Figure 1. Metal 4 (run 1).
Scale: 1.5 px per µm. Supply wires on this layer in grey.
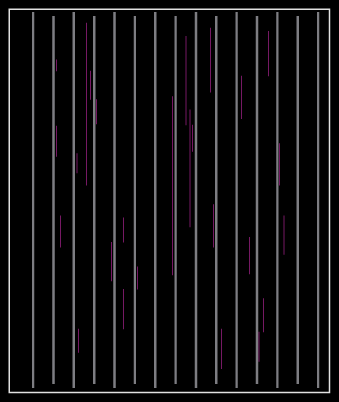
Figure 2. Clock wires, drivers and flops (run 1).
Scale: 1.5 px per µm.
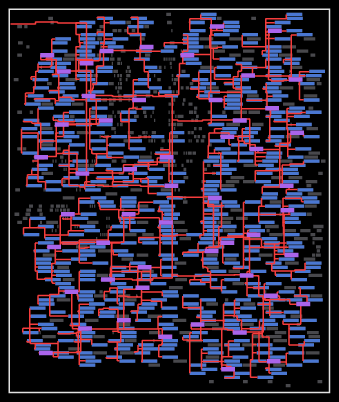
Figure 3. Nets reached from selected ports (run 1).
Scale: 1 px per µm.
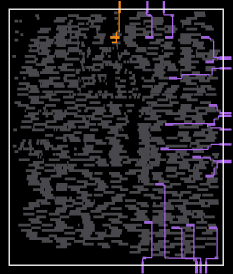
===== config.mk =====
export PLATFORM = sky130hd
export DESIGN_NAME = top_fsm
export DESIGN_NICKNAME = d
export VERILOG_FILES = /design/src/rtl/top_fsm.sv
export SDC_FILE = /design/constraint.sdc
export NUM_CORES = 1
export LEC_CHECK = 0
export CELL_PAD_IN_SITES_DETAIL_PLACEMENT = 0
export CELL_PAD_IN_SITES_GLOBAL_PLACEMENT = 1
export CORE_ASPECT_RATIO = 1.2
export CORE_MARGIN = 1.5
export CORE_UTILIZATION = 39
export DETAILED_ROUTE_END_ITERATION = 8
export PLACE_DENSITY_LB_ADDON = 0.1
export SYNTH_ARGS = -nofsm -noshare
export SYNTH_HDL_FRONTEND = slang
export SYNTH_SLANG_ARGS = --single-unit

===== constraint.sdc =====
create_clock -name clk -period 5.3 [get_ports clk]
set_clock_uncertainty 0.15 [all_clocks]
set_input_delay 1.06 -clock clk [delete_from_list [all_inputs] [get_ports clk]]
set_output_delay 1.06 -clock clk [all_outputs]
set_load 0.01 [all_outputs]

===== src/rtl/top_fsm.sv =====
// Byte-pair packing transfer: RAM_IN bytes are packed pairwise into RAM_OUT words.
// Optional macro TOP_FSM_BYTE_SWAP_EN places the odd byte in the high half of each word.
module top_fsm #(
  parameter int WIDTH_WR  = 8,
  parameter int ADDR_WR_W = 5
) (
  input  logic                     clk,
  input  logic                     rst,
  input  logic                     ram_in_we,
  input  logic [ADDR_WR_W-1:0]     ram_in_addr_wr,
  input  logic [WIDTH_WR-1:0]      ram_in_data_wr,
  input  logic [ADDR_WR_W-2:0]     ram_out_addr_rd,
  output logic [2*WIDTH_WR-1:0]    ram_out_data_rd,
  input  logic                     opmode_in,
  output logic                     done_out
);

  localparam int DEPTH_IN  = 1 << ADDR_WR_W;
  localparam int DEPTH_OUT = 1 << (ADDR_WR_W - 1);

  localparam logic [1:0] ST_IDLE    = 2'd0;
  localparam logic [1:0] ST_RD_EVEN = 2'd1;
  localparam logic [1:0] ST_RD_ODD  = 2'd2;

  localparam logic [ADDR_WR_W-2:0] K_ZERO = {(ADDR_WR_W-1){1'b0}};
  localparam logic [ADDR_WR_W-2:0] K_ONE  = {{(ADDR_WR_W-2){1'b0}}, 1'b1};
  localparam logic [ADDR_WR_W-2:0] K_LAST = {(ADDR_WR_W-1){1'b1}};

  logic [WIDTH_WR-1:0]   ram_in_q  [DEPTH_IN];
  logic [2*WIDTH_WR-1:0] ram_out_q [DEPTH_OUT];

  logic [1:0]            state_q, state_d;
  logic [ADDR_WR_W-2:0]  k_q, k_d;
  logic [WIDTH_WR-1:0]   hi_q, hi_d;
  logic                  done_q, done_d;
  logic                  out_we_s;
  logic [2*WIDTH_WR-1:0] out_wdata_s;
  logic [WIDTH_WR-1:0]   odd_byte_s;

  // Host write port into RAM_IN; contents survive reset.
  always_ff @(posedge clk) begin
    if (ram_in_we) begin
      ram_in_q[ram_in_addr_wr] <= ram_in_data_wr;
    end
  end

  // FSM-only write port into RAM_OUT; contents survive reset.
  always_ff @(posedge clk) begin
    if (out_we_s) begin
      ram_out_q[k_q] <= out_wdata_s;
    end
  end

  assign ram_out_data_rd = ram_out_q[ram_out_addr_rd];
  assign done_out        = done_q;

  // Next-state, pair index, high-byte capture and RAM_OUT write generation.
  always_comb begin
    state_d    = state_q;
    k_d        = k_q;
    hi_d       = hi_q;
    done_d     = done_q;
    out_we_s   = 1'b0;
    odd_byte_s = ram_in_q[{k_q, 1'b1}];
`ifdef TOP_FSM_BYTE_SWAP_EN
    out_wdata_s = {odd_byte_s, hi_q};
`else
    out_wdata_s = {hi_q, odd_byte_s};
`endif
    case (state_q)
      ST_IDLE: begin
        if (opmode_in) begin
          state_d = ST_RD_EVEN;
          done_d  = 1'b0;
          k_d     = K_ZERO;
        end else begin
          state_d = ST_IDLE;
        end
      end
      ST_RD_EVEN: begin
        hi_d    = ram_in_q[{k_q, 1'b0}];
        state_d = ST_RD_ODD;
      end
      ST_RD_ODD: begin
        out_we_s = 1'b1;
        if (k_q == K_LAST) begin
          state_d = ST_IDLE;
          done_d  = 1'b1;
        end else begin
          k_d     = k_q + K_ONE;
          state_d = ST_RD_EVEN;
        end
      end
      default: begin
        state_d = ST_IDLE;
        k_d     = K_ZERO;
      end
    endcase
  end

  // Control registers; reset aborts any transfer in progress.
  always_ff @(posedge clk or posedge rst) begin
    if (rst) begin
      state_q <= ST_IDLE;
      k_q     <= K_ZERO;
      hi_q    <= {WIDTH_WR{1'b0}};
      done_q  <= 1'b0;
    end else begin
      state_q <= state_d;
      k_q     <= k_d;
      hi_q    <= hi_d;
      done_q  <= done_d;
    end
  end

endmodule


==> flow_summary.yaml, run 1 <==
# synthesis and place-and-route metrics
outcome:
  status: "completed"
synthesis:
  xor_area_frac: 0
  synth-main-ff-cell: "edfxtp_1"
  compound_area_frac: 0.0119
  fp_nets: 929
  yosysSeqAreaShare: 0.766
cts:
  clkLatencyLatePin_ps: 580
  cts_hold_buf: 0
  ctsRootBufferMaster: "clkbuf_16"
  cts.reportedPaths.clkPinSlew_ps: 60
  ctsResizeCount: 0
die:
  fp_util: 0.393
  die_w_um: 213
  fp.dieH_um: 254
  io_pins: 38
  die_area_um2: 54100
  core-area_um2: 52300
sta:
  setup_violations: 0
  slew_viol_final: 0
  period_needed_ps: 4510
detailed_routing:
  vias_per_cell: 5.24
  drt-pass1-iter-count: 5
  remaining_drc_errors: 0
  postRouteAntennaNets: 0
critical_path:
  crit_arrival_ps: 3300
  worstSetupEndpointType: "primary output"
  crit_type: "in2out"
  crit_fanout: 29
run:
  warnings: 29
global_route:
  grt_pass1_vias: 9616
  track_usage: 0.171
power:
  leakage_nw: 7.36
placement:
  dp_hpwl_um: 26200
  io_buffer_count: 37
  dpl-instance-area_um2: 21800
finish:
  lay_top_count: "edfxtp_1"
  nFillCells: 4510
-- Figure 1 (at the start) --
nets with wire on the layer	8
share of all routed wire	1.9%
via count: 9063
Total Wirelength: 44600 µm

-- Figure 2 (at the start) --
[blue] flip-flops | count: 527
[purple] clock drivers | count: 52
[red] clock wires | length: 6180 µm
routed clock nets	53

-- Figure 3 (at the start) --
colour	port	bits	direction	edge	end cells	buffers	wire
orange	done_out	1	output	top	1	1	39.9 µm
purple	ram_out_data_rd	16	output	9 right, 5 bottom, 2 top	16	16	632 µm

==> run 1: metal layers <==
metal	wire, µm	track usage	up-vias	share of wire
li1	-	-	3991	-
met1	19700	0.229	4848	0.44
met2	22500	0.292	160	0.50
met3	1580	0.0283	64	0.035
met4	855	0.0434	0	0.019
met5	0	0	-	0
==> run 1: cells in the mapped netlist, types with 3 or more instances <==
master	instances	area, µm²
a31oi_1	5	31.3
nor2_1	47	176
mux4_1	51	1340
clkbuf_1	16	60.1
edfxtp_1	512	15400
o21ai_0	3	15.0
a21oi_1	9	45.0
o31ai_1	3	22.5
and4_1	3	26.3
nand3b_1	6	45.0
mux2i_1	29	290
a32oi_1	3	26.3
nand2_1	25	93.8
a22oi_1	8	60.1
nand2b_1	3	18.8
dfrtp_1	15	375
or3_1	3	18.8
mux4_2	87	1960
inv_1	4	15.0
buf_2	5	25.0
or3b_2	3	26.3
buf_1	8	30.0
nand3_1	7	35.0
buf_6	11	124
nor2b_1	3	18.8
and2_1	13	81.3
ha_1	4	50.1
==> run 1: power breakdown <==
part | internal [mW] | switching, mW
registers | 4.98 | 0.274
logic | 0.542 | 0.714
clock network | 1.97 | 1.50
==> run 1: stage by stage <==
step           cells   util  setup slack (ps)  hold WS (ps)
2_1_floorplan    904      -              1590           348
3_5_place_dp    1635  0.417               755           342
4_1_cts         1728  0.447               753           358
6_report        1728  0.447               794           354
3_3_place_gp    1635  0.417               761           340
5_1_grt         1728  0.447               694           397
==> run 1: critical path, stage by stage <==
cell and delay (ps):
buf_4 320, buf_12 280, mux4_1 600, mux4_2 500
clkdlybuf4s50_1 510
==> run 1: sequential cells by signal (all words and copies together), names as in the netlist <==
| register | count |
|---|---|
| state_q | 2 |
| hi_q | 8 |
| done_out | 1 |
| k_q | 4 |
| ram_in_q | 256 |
| ram_out_q | 256 |
==> run 1: path summary, 6_finish.rpt <==
path                                      startpoint              endpoint
worst max register to register    k_q[0]$_DFFE_PP0P_   hi_q[4]$_DFFE_PP0N_
worst max-delay path              ram_out_addr_rd[0]   ram_out_data_rd[10]
worst min-delay path            done_out$_DFFE_PP0P_  done_out$_DFFE_PP0P_
worst min register to register  done_out$_DFFE_PP0P_  done_out$_DFFE_PP0P_
max in group asynchronous                        rst    k_q[0]$_DFFE_PP0P_
min in group asynchronous                        rst  done_out$_DFFE_PP0P_
==> run 1: kinds of logic after synthesis <==
family | Yosys count
buf+inv | 50
simple gates | 118
fa+ha+maj | 4
flops | 527
compound gates | 36
mux | 169
==> run 1: final cells by class <==
cell class	count	area (µm²)	share of cell area
clock buffer	64	1370	0.0585
clock inverter	29	215	0.00921
inverter	5	18.8	0.000803
multi-input combinational	327	4480	0.192
sequential	527	15800	0.674
tap	705	882	0.0377
timing repair buffer	71	656	0.0280
==> inputs of run 2 (changes only) <==
- SETUP_SLACK_MARGIN: unset -> 0.15
- SLEW_MARGIN: unset -> 10
Figure 4. Routing congestion map (run 2).
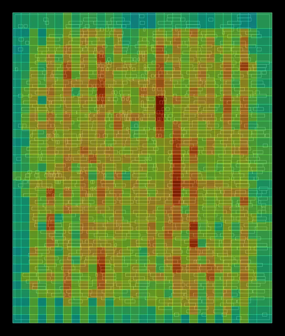
met2 usage: 0.292
total track usage: 0.171
Wirelength per Cell: 25.8 µm

==> run 2 against run 1 <==
Effect of this change: design area about the same; final cell count unchanged; wire length about the same; clock power about the same; hold slack unchanged; total power about the same; non-clock buffer count unchanged; die size unchanged; synthesized cell count unchanged; sequential share of layout area about the same; critical path type unchanged; largest cell class unchanged; largest power group unchanged.
==> flow_summary.yaml, run 2 <==
# synthesis and place-and-route metrics
synthesis:
  yosysMostFrequentCell: "edfxtp_1"
  synth.top_cell.area_share: 0.748
  synth-main-ff-cell: "edfxtp_1"
  top_cells_by_area: "edfxtp_1 75%, mux4_2 9.5%, mux4_1 6.5%"
  yosysSeqAreaShare: 0.766
  yosysTopAreaCell: "edfxtp_1"
die:
  die_w_um: 213
  core-area_um2: 52300
  io_pins: 38
  fp_util: 0.393
critical_path:
  crit_arrival_ps: 3300
  reg2reg_from: "k_q[0]$_DFFE_PP0P_"
  crit_start: "ram_out_addr_rd[0]"
  critPathBufInv: 3
  path_cells: "buf_4 > buf_12 > mux4_1 > mux4_2 > clkdlybuf4s50_1"
  crit_type: "in2out"
  cp-endpoint: "ram_out_data_rd[10]"
  critical_path_cell_count: 5
  crit_fanout: 29
  worstSetupEndpointType: "primary output"
  slowest_delay_ps: 600
  slowest_stage: "mux4_1"
finish:
  nFillCells: 4511
  final_util: 0.447
  final_cells: 1728
  comb_area_um2: 4480
  lay_top_count: "edfxtp_1"
placement:
  dpl-instance-area_um2: 21800
  dp_hpwl_um: 26200
  dp.cells: 1635
  io_buffer_count: 37
global_route:
  use_met3: 0.0283
  use_met1: 0.229
  grt_pass1_vias: 9616
detailed_routing:
  routed_wl_um: 44600
  drt-pass1-iter-count: 5
  remaining_drc_errors: 0
  vias_per_cell: 5.24
  dr_total_vias: 9063
sta:
  layout_setup_ws_ps: 794
  slew_viol_final: 0
  hold_ws_ps: 354
power:
  leakage_nw: 7.36
hold_path:
  hp-start: "done_out$_DFFE_PP0P_"
cts:
  clkLatencyLatePin_ps: 580
  cts_hold_buf: 0
  cts.reportedPaths.clkPinSlew_ps: 60
  ctsRootBufferMaster: "clkbuf_16"
outcome:
  status: "completed"
run:
  warnings: 29
Figure 5. Metal 4 (run 2).
Scale: 1.5 px per µm. Supply wires on this layer in grey.
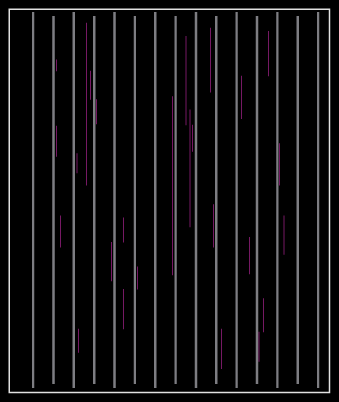
main direction	vertical
wire length on this layer	855 µm
nets with wire on the layer	8
longest straight run	119 µm
share of all routed wire	1.9%

-- run 2: cell count changes in the layout (fill, tap and decap cells not counted) --
cell             before  now
buf_2                 1    2
clkdlybuf4s50_1      35   34
-- run 2: layout make-up --
class / instances / share of cell area
inverters: 5 / 0.000803
clock buffers: 64 / 0.0585
flip-flops and latches: 527 / 0.674
clock inverters: 29 / 0.00921
well taps: 705 / 0.0377
repair buffers: 71 / 0.0278
multi-input cells: 327 / 0.192
-- run 2: worst min-delay path, stage by stage, from the launching register on --
cell and delay, ps:
dfrtp_1 360, nand2_1 60, nand2_1 50
-- run 2: worst min path at each step --
stage	end	slack [ps]
2_1_floorplan	state_q[0]$_DFF_PP0_	350
3_3_place_gp	done_out$_DFFE_PP0P_	340
3_5_place_dp	done_out$_DFFE_PP0P_	340
4_1_cts	done_out$_DFFE_PP0P_	360
5_1_grt	done_out$_DFFE_PP0P_	400
6_report	done_out$_DFFE_PP0P_	350
-- run 2: cells by family after synthesis --
| group | after synthesis | synth area share |
|---|---|---|
| AND-OR/OR-AND | 36 | 0.0119 |
| adder cells (fa/ha/maj) | 4 | 0.00243 |
| buffers and inverters | 50 | 0.0159 |
| AND/OR/NAND/NOR | 118 | 0.0277 |
| multiplexers | 169 | 0.176 |
| flip-flops | 527 | 0.766 |
-- run 2: routing by layer --
| metal | up-vias | routed length (µm) |
|---|---|---|
| met5 | - | 0 |
| li1 | 3991 | - |
| met1 | 4848 | 19700 |
| met2 | 160 | 22500 |
| met4 | 0 | 855 |
| met3 | 64 | 1580 |
-- run 2: power by group --
| part | internal [mW] | switching, mW |
|---|---|---|
| registers | 4.98 | 0.274 |
| logic | 0.541 | 0.714 |
| clock network | 1.97 | 1.50 |
==> inputs of run 3 (changes only) <==
- CORE_MARGIN: 1.5 -> 3
Figure 6. Metal 4 (run 3).
Scale: 1.5 px per µm. Supply wires on this layer in grey.
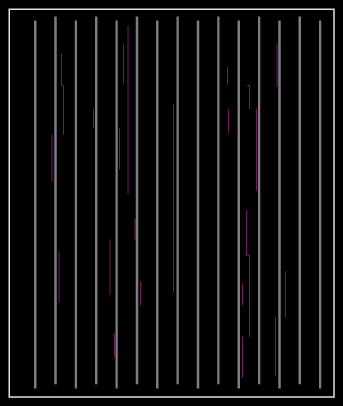
longest straight run	125 µm
nets with wire on the layer	7
Total Wirelength: 44100 µm
via count: 9084

==> run 3 against run 2 <==
Effect of this change: sequential cell count unchanged; hold slack got worse by 13 ps; non-clock buffer count decreased by 1; first-iteration DRC count decreased by 4.4%; via count increased by 0.23%; die size increased by 2.6%; sequential share of layout area increased by 0.10 points; register-to-register slack got worse by 50 ps; wire length decreased by 1.3%; clock power about the same; critical path type unchanged; critical endpoint is now ram_out_data_rd[1]; highest routed layer unchanged.
==> flow_summary.yaml, run 3 <==
# synthesis and place-and-route metrics
finish:
  diodes: 0
  nFillCells: 4344
  syn2layout_area_growth_pct: 13.5
  layout.nets: 1008
  lay_top_count: "edfxtp_1"
  final_cell_mix: "512 x edfxtp_1, 87 x mux4_2, 53 x clkbuf_16, 51 x mux4_1, 46 x nor2_1"
  final_cells: 1718
cts:
  clkLatencyLatePin_ps: 590
  postCtsSetupBuffers: 0
  ctsRootBufferMaster: "clkbuf_16"
  cts_buffer_depth: 3
  cts_hold_buf: 0
  cts.reportedPaths.clkPinSlew_ps: 60
detailed_routing:
  drt-pass1-iter-count: 4
  routedWlPerCell_um: 25.7
  remaining_drc_errors: 0
  vias_per_cell: 5.29
synthesis:
  synth.top_cell.area_share: 0.748
  synthTopLogicFamily: "multiplexers"
  adder_share: 0.00243
  compound_area_frac: 0.0119
  simple_gate_area_frac: 0.0277
  synthMuxAreaShare: 0.176
  xor_area_frac: 0
  yosysMostFrequentCell: "edfxtp_1"
  top_cells_by_area: "edfxtp_1 75%, mux4_2 9.5%, mux4_1 6.5%"
  fp_nets: 929
  synthCells: 904
  yosysTopAreaCell: "edfxtp_1"
  ys_cells: 904
  synth-main-ff-cell: "edfxtp_1"
  yosysSeqAreaShare: 0.766
global_route:
  track_usage: 0.162
  grt_pass1_vias: 9560
outcome:
  status: "completed"
placement:
  io_buffer_count: 37
  dp.cells: 1626
  dp_hpwl_um: 25800
critical_path:
  crit_arrival_ps: 3370
  crit_fanout: 19
  crit_type: "in2out"
  worstSetupEndpointType: "primary output"
sta:
  slew_viol_final: 0
  worst_slew_pin_slew_ps: 1120
die:
  fp.dieH_um: 257
  io_pins: 38
  die_w_um: 216
run:
  warnings: 29
power:
  ir_drop_v: 0.000212
  leakage_nw: 7.33
Figure 7. Cell area per tile (run 3).
Scale: 1.5 px per µm. The die is cut into 22 by 26 equal tiles; dark blue is low, red is high, 0 to 100% covered.
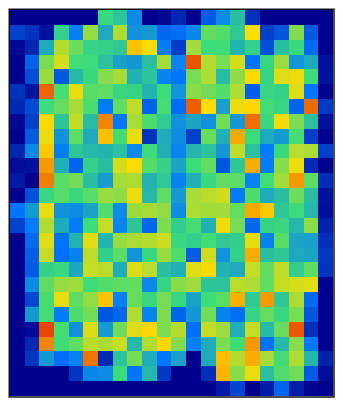
densest ninth of the die	middle
fullest tile	92%
tiles over 75% full	5.8%
emptiest ninth of the die	bottom left
Core Area: 51800 µm²
Core Util, Final: 0.450
fp util: 0.397

==> run 3: cell counts after synthesis <==
No cell type changed its count.
==> run 3: cell families after synthesis <==
family,count (synthesis)
adder cells (fa/ha/maj),4
AND/OR/NAND/NOR,118
flip-flops,527
multiplexers,169
AND-OR/OR-AND,36
buffers and inverters,50
==> run 3: final timing paths <==
check                                startpoint  slack, ps  depth (start not counted)                         end
max                          ram_out_addr_rd[0]        720                          5          ram_out_data_rd[1]
min                        done_out$_DFFE_PP0P_        340                          2        done_out$_DFFE_PP0P_
max reg2reg                  k_q[0]$_DFFE_PP0P_       2200                          3  ram_out_q[15][3]$_DFFE_PP_
min reg2reg                done_out$_DFFE_PP0P_        340                          2        done_out$_DFFE_PP0P_
max in group asynchronous                   rst       3810                          2          k_q[0]$_DFFE_PP0P_
min in group asynchronous                   rst        710                          2        done_out$_DFFE_PP0P_
==> run 3: layout make-up <==
cell class | instances | area [µm²] | area share
Inverter | 5 | 18.8 | 0.000804
Clock inverter | 23 | 186 | 0.00799
Timing Repair Buffer | 70 | 631 | 0.0270
Sequential cell | 527 | 15800 | 0.675
Tap cell | 697 | 872 | 0.0374
Clock buffer | 69 | 1390 | 0.0594
Multi-Input combinational cell | 327 | 4480 | 0.192
==> run 3: power breakdown <==
part           internal (mW)  switching [mW]  total (mW)
Combinational          0.539           0.700        1.24
Clock                   1.97            1.48        3.45
Sequential              4.98           0.266        5.25
==> run 3: per-stage QoR <==
step	hold slack, ps	total power [mW]	worst slack (ps)	cell area [µm²]
finish	341	9.94	718	23300
global route	399	10.4	613	23300
CTS	346	10.1	672	23300
detailed placement	331	6.61	672	21800
global placement	335	6.59	676	21800
floorplan	348	6.11	1590	20600
==> run 3: critical path: stages <==
cell and delay [ps]:
buf_4 330, buf_4 360, mux4_1 610, mux4_2 480
clkdlybuf4s50_1 510
==> run 3: per-layer routing <==
layer / GRT usage / share of wire / vias to the layer above
met5: 0 / 0 / -
li1: - / - / 3994
met1: 0.216 / 0.44 / 4876
met4: 0.0388 / 0.019 / 0
met2: 0.278 / 0.51 / 156
met3: 0.0294 / 0.035 / 58
No activity file was given, so power comes from the tool's default toggle rates.
